File: src/rtl/uart_rx_pkg.sv
// Shared UART RX definitions: frame-walker state encodings, parity sense
// constants and the parity-check helper.
package uart_rx_pkg;

  typedef enum logic [2:0] {
    ST_IDLE  = 3'd0,
    ST_START = 3'd1,
    ST_DATA  = 3'd2,
    ST_PAR   = 3'd3,
    ST_STOP  = 3'd4
  } state_e;

  localparam logic PAR_EVEN = 1'b0;
  localparam logic PAR_ODD  = 1'b1;

  // High when the received parity bit disagrees with the one implied by the data.
  function automatic logic par_bad(input logic rx_bit, input logic run_par, input logic typ);
    logic exp_bit;
    exp_bit = (typ == PAR_ODD) ? ~run_par : run_par;
    return rx_bit ^ exp_bit;
  endfunction

endpackage

File: src/rtl/uart_frame_check_if.sv
// Bit-decision and frame-status bundle between the RX sampler, the frame
// checker (slave) and the RX control FSM.
interface uart_frame_check_if;
  logic frame_start;
  logic bit_valid;
  logic sampled_bit;
  logic par_en;
  logic par_typ;
  logic strt_glitch;
  logic par_err;
  logic stp_err;
  logic frame_done;
  logic frame_abort;
  logic busy;

  modport master (
    output frame_start, bit_valid, sampled_bit, par_en, par_typ,
    input  strt_glitch, par_err, stp_err, frame_done, frame_abort, busy
  );

  modport slave (
    input  frame_start, bit_valid, sampled_bit, par_en, par_typ,
    output strt_glitch, par_err, stp_err, frame_done, frame_abort, busy
  );
endinterface

File: src/rtl/uart_err_sat_cnt.sv
// Saturating event counter with synchronous clear; clear beats increment.
module uart_err_sat_cnt #(
  parameter int W = 8
) (
  input  logic         CLK,
  input  logic         RST,
  input  logic         clr,
  input  logic         inc,
  output logic [W-1:0] cnt
);

  logic [W-1:0] r_cnt;

  // Count events, holding at all-ones.
  always_ff @(posedge CLK or negedge RST) begin
    if (!RST) begin
      r_cnt <= '0;
    end else if (clr) begin
      r_cnt <= '0;
    end else if (inc && (r_cnt != {W{1'b1}})) begin
      r_cnt <= r_cnt + {{(W-1){1'b0}}, 1'b1};
    end
  end

  assign cnt = r_cnt;

endmodule

File: src/rtl/uart_frame_check.sv
// UART RX frame checker: walks start/data/parity/stop bits and flags errors.
// Optional saturating error counters under UART_FRAME_CHK_ERR_CNT_EN.
module uart_frame_check
  import uart_rx_pkg::*;
#(
  parameter int DATA_WIDTH = 8,
  parameter int STOP_BITS  = 1,
  parameter int ERR_CNT_W  = 8
) (
  input  logic               CLK,
  input  logic               RST,
  uart_frame_check_if.slave  bus
`ifdef UART_FRAME_CHK_ERR_CNT_EN
  ,
  input  logic                 cnt_clr,
  output logic [ERR_CNT_W-1:0] glitch_cnt,
  output logic [ERR_CNT_W-1:0] par_cnt,
  output logic [ERR_CNT_W-1:0] stp_cnt
`endif
);

  localparam int CNT_W = $clog2(DATA_WIDTH + 1);

  if ((DATA_WIDTH < 5) || (DATA_WIDTH > 9)) begin : g_bad_data_width
    $error("uart_frame_check: DATA_WIDTH must be 5..9");
  end
  if ((STOP_BITS < 1) || (STOP_BITS > 2)) begin : g_bad_stop_bits
    $error("uart_frame_check: STOP_BITS must be 1..2");
  end
  if (ERR_CNT_W < 1) begin : g_bad_cnt_w
    $error("uart_frame_check: ERR_CNT_W must be >= 1");
  end

  state_e           r_state;
  state_e           w_next_state;
  logic [CNT_W-1:0] r_bit_cnt;
  logic [CNT_W-1:0] w_bit_cnt;
  logic             r_run_par;
  logic             w_run_par;
  logic             r_par_en;
  logic             w_par_en;
  logic             r_par_typ;
  logic             w_par_typ;
  logic             r_strt_glitch;
  logic             w_strt_glitch;
  logic             r_par_err;
  logic             w_par_err;
  logic             r_stp_err;
  logic             w_stp_err;
  logic             r_frame_done;
  logic             w_frame_done;
  logic             r_frame_abort;
  logic             w_frame_abort;
  logic             r_busy;
  logic             w_busy;
  logic             w_data_last;
  logic             w_stop_last;

  assign w_data_last = (r_bit_cnt == CNT_W'(DATA_WIDTH - 1));
  assign w_stop_last = (r_bit_cnt == CNT_W'(STOP_BITS - 1));

  // State register.
  always_ff @(posedge CLK or negedge RST) begin
    if (!RST) begin
      r_state <= ST_IDLE;
    end else begin
      r_state <= w_next_state;
    end
  end

  // Next-state decode; frame_start overrides any bit on the same edge.
  always_comb begin
    w_next_state = r_state;
    if (bus.frame_start) begin
      w_next_state = ST_START;
    end else if (bus.bit_valid) begin
      case (r_state)
        ST_IDLE:  w_next_state = ST_IDLE;
        ST_START: w_next_state = bus.sampled_bit ? ST_IDLE : ST_DATA;
        ST_DATA: begin
          if (w_data_last) begin
            w_next_state = r_par_en ? ST_PAR : ST_STOP;
          end else begin
            w_next_state = ST_DATA;
          end
        end
        ST_PAR:   w_next_state = ST_STOP;
        ST_STOP: begin
          if (w_stop_last) begin
            w_next_state = ST_IDLE;
          end else begin
            w_next_state = ST_STOP;
          end
        end
        default:  w_next_state = ST_IDLE;
      endcase
    end else begin
      w_next_state = (r_state > ST_STOP) ? ST_IDLE : r_state;
    end
  end

  // Bit counter, running parity and per-frame parity configuration.
  always_comb begin
    w_bit_cnt = r_bit_cnt;
    w_run_par = r_run_par;
    w_par_en  = r_par_en;
    w_par_typ = r_par_typ;
    if (bus.frame_start) begin
      w_bit_cnt = '0;
      w_run_par = 1'b0;
      w_par_en  = bus.par_en;
      w_par_typ = bus.par_typ;
    end else if (bus.bit_valid) begin
      case (r_state)
        ST_DATA: begin
          w_run_par = r_run_par ^ bus.sampled_bit;
          w_bit_cnt = w_data_last ? '0 : (r_bit_cnt + CNT_W'(1));
        end
        ST_STOP: w_bit_cnt = w_stop_last ? '0 : (r_bit_cnt + CNT_W'(1));
        default: w_bit_cnt = r_bit_cnt;
      endcase
    end else begin
      w_bit_cnt = r_bit_cnt;
    end
  end

  // Output decode: flags stay sticky until a new frame is accepted.
  always_comb begin
    w_strt_glitch = r_strt_glitch;
    w_par_err     = r_par_err;
    w_stp_err     = r_stp_err;
    w_frame_done  = 1'b0;
    w_frame_abort = 1'b0;
    if (bus.frame_start) begin
      w_strt_glitch = 1'b0;
      w_par_err     = 1'b0;
      w_stp_err     = 1'b0;
    end else if (bus.bit_valid) begin
      case (r_state)
        ST_START: begin
          if (bus.sampled_bit) begin
            w_strt_glitch = 1'b1;
            w_frame_abort = 1'b1;
          end else begin
            w_strt_glitch = 1'b0;
          end
        end
        ST_PAR:  w_par_err = par_bad(bus.sampled_bit, r_run_par, r_par_typ);
        ST_STOP: begin
          if (!bus.sampled_bit) begin
            w_stp_err = 1'b1;
          end else begin
            w_stp_err = r_stp_err;
          end
          w_frame_done = w_stop_last;
        end
        default: w_frame_done = 1'b0;
      endcase
    end else begin
      w_frame_done = 1'b0;
    end
    w_busy = (w_next_state != ST_IDLE);
  end

  // Datapath and output registers.
  always_ff @(posedge CLK or negedge RST) begin
    if (!RST) begin
      r_bit_cnt     <= '0;
      r_run_par     <= 1'b0;
      r_par_en      <= 1'b0;
      r_par_typ     <= 1'b0;
      r_strt_glitch <= 1'b0;
      r_par_err     <= 1'b0;
      r_stp_err     <= 1'b0;
      r_frame_done  <= 1'b0;
      r_frame_abort <= 1'b0;
      r_busy        <= 1'b0;
    end else begin
      r_bit_cnt     <= w_bit_cnt;
      r_run_par     <= w_run_par;
      r_par_en      <= w_par_en;
      r_par_typ     <= w_par_typ;
      r_strt_glitch <= w_strt_glitch;
      r_par_err     <= w_par_err;
      r_stp_err     <= w_stp_err;
      r_frame_done  <= w_frame_done;
      r_frame_abort <= w_frame_abort;
      r_busy        <= w_busy;
    end
  end

  assign bus.strt_glitch = r_strt_glitch;
  assign bus.par_err     = r_par_err;
  assign bus.stp_err     = r_stp_err;
  assign bus.frame_done  = r_frame_done;
  assign bus.frame_abort = r_frame_abort;
  assign bus.busy        = r_busy;

`ifdef UART_FRAME_CHK_ERR_CNT_EN
  // Counters step on the same edge that raises the corresponding pulse.
  uart_err_sat_cnt #(.W(ERR_CNT_W)) u_glitch_cnt (
    .CLK(CLK), .RST(RST), .clr(cnt_clr), .inc(w_frame_abort), .cnt(glitch_cnt)
  );
  uart_err_sat_cnt #(.W(ERR_CNT_W)) u_par_cnt (
    .CLK(CLK), .RST(RST), .clr(cnt_clr), .inc(w_frame_done & w_par_err), .cnt(par_cnt)
  );
  uart_err_sat_cnt #(.W(ERR_CNT_W)) u_stp_cnt (
    .CLK(CLK), .RST(RST), .clr(cnt_clr), .inc(w_frame_done & w_stp_err), .cnt(stp_cnt)
  );
`endif

endmodule

File: src/flat_wrapper.sv
// flat-port wrapper written by rule: the top's interface ports become plain ports
module uart_frame_check_flat import uart_rx_pkg::*;
#(
  parameter int DATA_WIDTH = 8,
  parameter int STOP_BITS  = 1,
  parameter int ERR_CNT_W  = 8
)
  (CLK, RST, bus_frame_start, bus_bit_valid, bus_sampled_bit, bus_par_en, bus_par_typ, bus_strt_glitch, bus_par_err, bus_stp_err, bus_frame_done, bus_frame_abort, bus_busy);
  uart_frame_check_if bus_i ();
  input  logic CLK;
  input  logic RST;
  input wire logic [$bits(bus_i.frame_start)-1:0] bus_frame_start;
  input wire logic [$bits(bus_i.bit_valid)-1:0] bus_bit_valid;
  input wire logic [$bits(bus_i.sampled_bit)-1:0] bus_sampled_bit;
  input wire logic [$bits(bus_i.par_en)-1:0] bus_par_en;
  input wire logic [$bits(bus_i.par_typ)-1:0] bus_par_typ;
  output wire logic [$bits(bus_i.strt_glitch)-1:0] bus_strt_glitch;
  output wire logic [$bits(bus_i.par_err)-1:0] bus_par_err;
  output wire logic [$bits(bus_i.stp_err)-1:0] bus_stp_err;
  output wire logic [$bits(bus_i.frame_done)-1:0] bus_frame_done;
  output wire logic [$bits(bus_i.frame_abort)-1:0] bus_frame_abort;
  output wire logic [$bits(bus_i.busy)-1:0] bus_busy;
  assign bus_i.frame_start = bus_frame_start;
  assign bus_i.bit_valid = bus_bit_valid;
  assign bus_i.sampled_bit = bus_sampled_bit;
  assign bus_i.par_en = bus_par_en;
  assign bus_i.par_typ = bus_par_typ;
  assign bus_strt_glitch = bus_i.strt_glitch;
  assign bus_par_err = bus_i.par_err;
  assign bus_stp_err = bus_i.stp_err;
  assign bus_frame_done = bus_i.frame_done;
  assign bus_frame_abort = bus_i.frame_abort;
  assign bus_busy = bus_i.busy;
  uart_frame_check #(.DATA_WIDTH(DATA_WIDTH), .STOP_BITS(STOP_BITS), .ERR_CNT_W(ERR_CNT_W)) u_core (.CLK(CLK), .RST(RST), .bus(bus_i));
endmodule
File: config.mk
export PLATFORM = sky130hd
export DESIGN_NAME = uart_frame_check_flat
export DESIGN_NICKNAME = d
export VERILOG_FILES = /design/src/rtl/uart_rx_pkg.sv /design/src/rtl/uart_frame_check_if.sv /design/src/rtl/uart_err_sat_cnt.sv /design/src/rtl/uart_frame_check.sv /design/src/flat_wrapper.sv
export SDC_FILE = /design/constraint.sdc
export NUM_CORES = 1
export LEC_CHECK = 0
export ABC_AREA = 1
export CAP_MARGIN = 25
export CORE_MARGIN = 3
export CORE_UTILIZATION = 55
export DETAILED_ROUTE_END_ITERATION = 6
export HOLD_SLACK_MARGIN = 0.03
export PLACE_DENSITY = 0.81
export RECOVER_POWER = 100
export SETUP_SLACK_MARGIN = 0.05
export SYNTH_ARGS = -nofsm -noshare
export SYNTH_HDL_FRONTEND = slang
export SYNTH_SLANG_ARGS = --single-unit
File: constraint.sdc
create_clock -name CLK -period 3.3 [get_ports CLK]
set_input_delay 0.825 -clock CLK [delete_from_list [all_inputs] [get_ports CLK]]
set_output_delay 0.825 -clock CLK [all_outputs]
set_load 0.03 [all_outputs]
**Signal metal coverage by tile**

(8 px per um) The die is cut into 9 by 9 equal tiles; dark purple is low, yellow is high, scaled to the fullest tile. Values are wire area over tile area, all layers added.
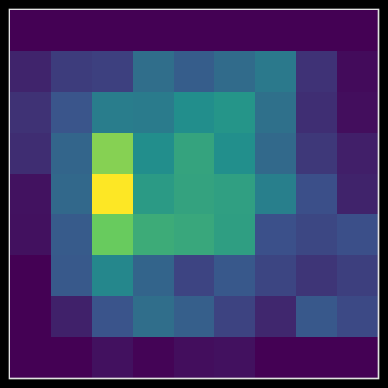
tiles over half the peak: 14%
fullest tile: 0.52
nearly empty tiles: 21%
mean over tiles: 0.13
densest ninth of the die: center

**Power grid**

(10 px per um) Pins as bars on the die edge.
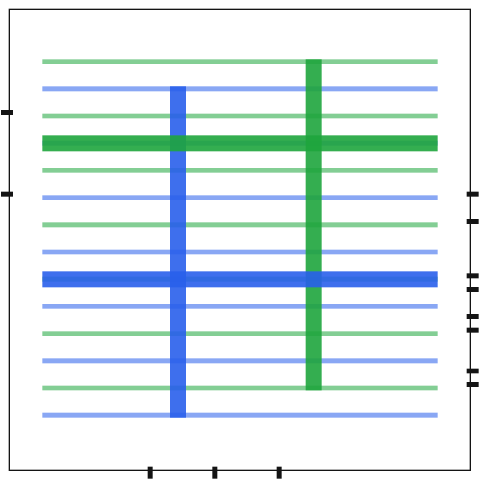
| net | color |
|---|---|
| VDD | green |
| VSS | blue |
signal pins: 13
met4 straps: 2
met1 rails: 14
rows: 13
met5 straps: 2
Die Y: 45.96 um
Peak supply drop: 0.0002803 V

==> Slide: Implementation Results <==
Flow Results at a Glance

Final layout
  • Final #Nets: roughly 130
  • Max reg flops: 4
  • Final core utilization: 0.7361
  • Invs w/o clock: 13
  • Register share of the cell area: 0.3888
  • Clock buf count: 4
  • Non-clk bufs: 12

Global routing
  • M3 GR Usage: 0.06324

Logic synthesis
  • Yosys cell count: between 100 and 150
  • Yosys aoi share: 0.07123
  • Mux area share: 0
  • Mapped Cells: around 100
  • Top-area cell share: 0.4558
  • Synth cell types: 23

Pwr
  • Clock share of power: 0.306
  • Sw Share: 0.2803

Drt
  • # DRC: 0
  • Routed met3 length: 98 um
  • Remaining antenna violation count after routing: 0

Setup path
  • Worst r2r path cells: 7
  • Setup crit end: bus_par_err
  • Crit end category: output port
  • CP Max Fanout: 2
  • Critical path cell sequence: dlygate4sd3_1

Min path
  • Hold Path Depth: 2
  • Worst Hold End: u_core.r_par_typ$_DFFE_PN0P_

Final timing
  • Setup total negative slack: 0 ns
  • Final Cycle Share: 0.6721

CTS
  • Post-CTS setup buffers: 0
  • Hold Buf Count CTS: 0
  • Clk pin slew, worst setup/hold paths: about 0.10 ns
  • Worst-Skew Late Latency: roughly 0.29 ns
  • Inserted Clock Buffers: 3

Run
  • Max-Cap Viols: 0

Place
  • GPL Wtd Cong: approximately 0.9

Die
  • Rows: 13
  • Tap Cells: 15
  • FP Util: 0.6279
  • Die W: about 46 um

Outcome
  • Status: complete, no violations
-- metrics by stage --
stage	hold WS (ns)	setup slack, ns	std cells
finish	0.5120	1.082	134
global route	0.5523	1.028	134
CTS	0.5136	1.124	134
detailed placement	0.4809	1.151	130
global placement	0.4756	1.169	130
floorplan	0.4623	1.917	103
-- layout by cell type (no fill, tap or decap), types with 3 or more instances in the layout --
| cell type | n |
|---|---|
| a21oi_1 | 3 |
| dfrtp_1 | 16 |
| inv_2 | 4 |
| clkdlybuf4s50_1 | 3 |
| inv_1 | 9 |
| o21ai_0 | 6 |
| nor2_1 | 7 |
| dlygate4sd3_1 | 9 |
| nand2_1 | 27 |
| nand3_2 | 4 |
| clkbuf_4 | 3 |
| nand3_1 | 8 |
Power is estimated from default activity; no workload was simulated.
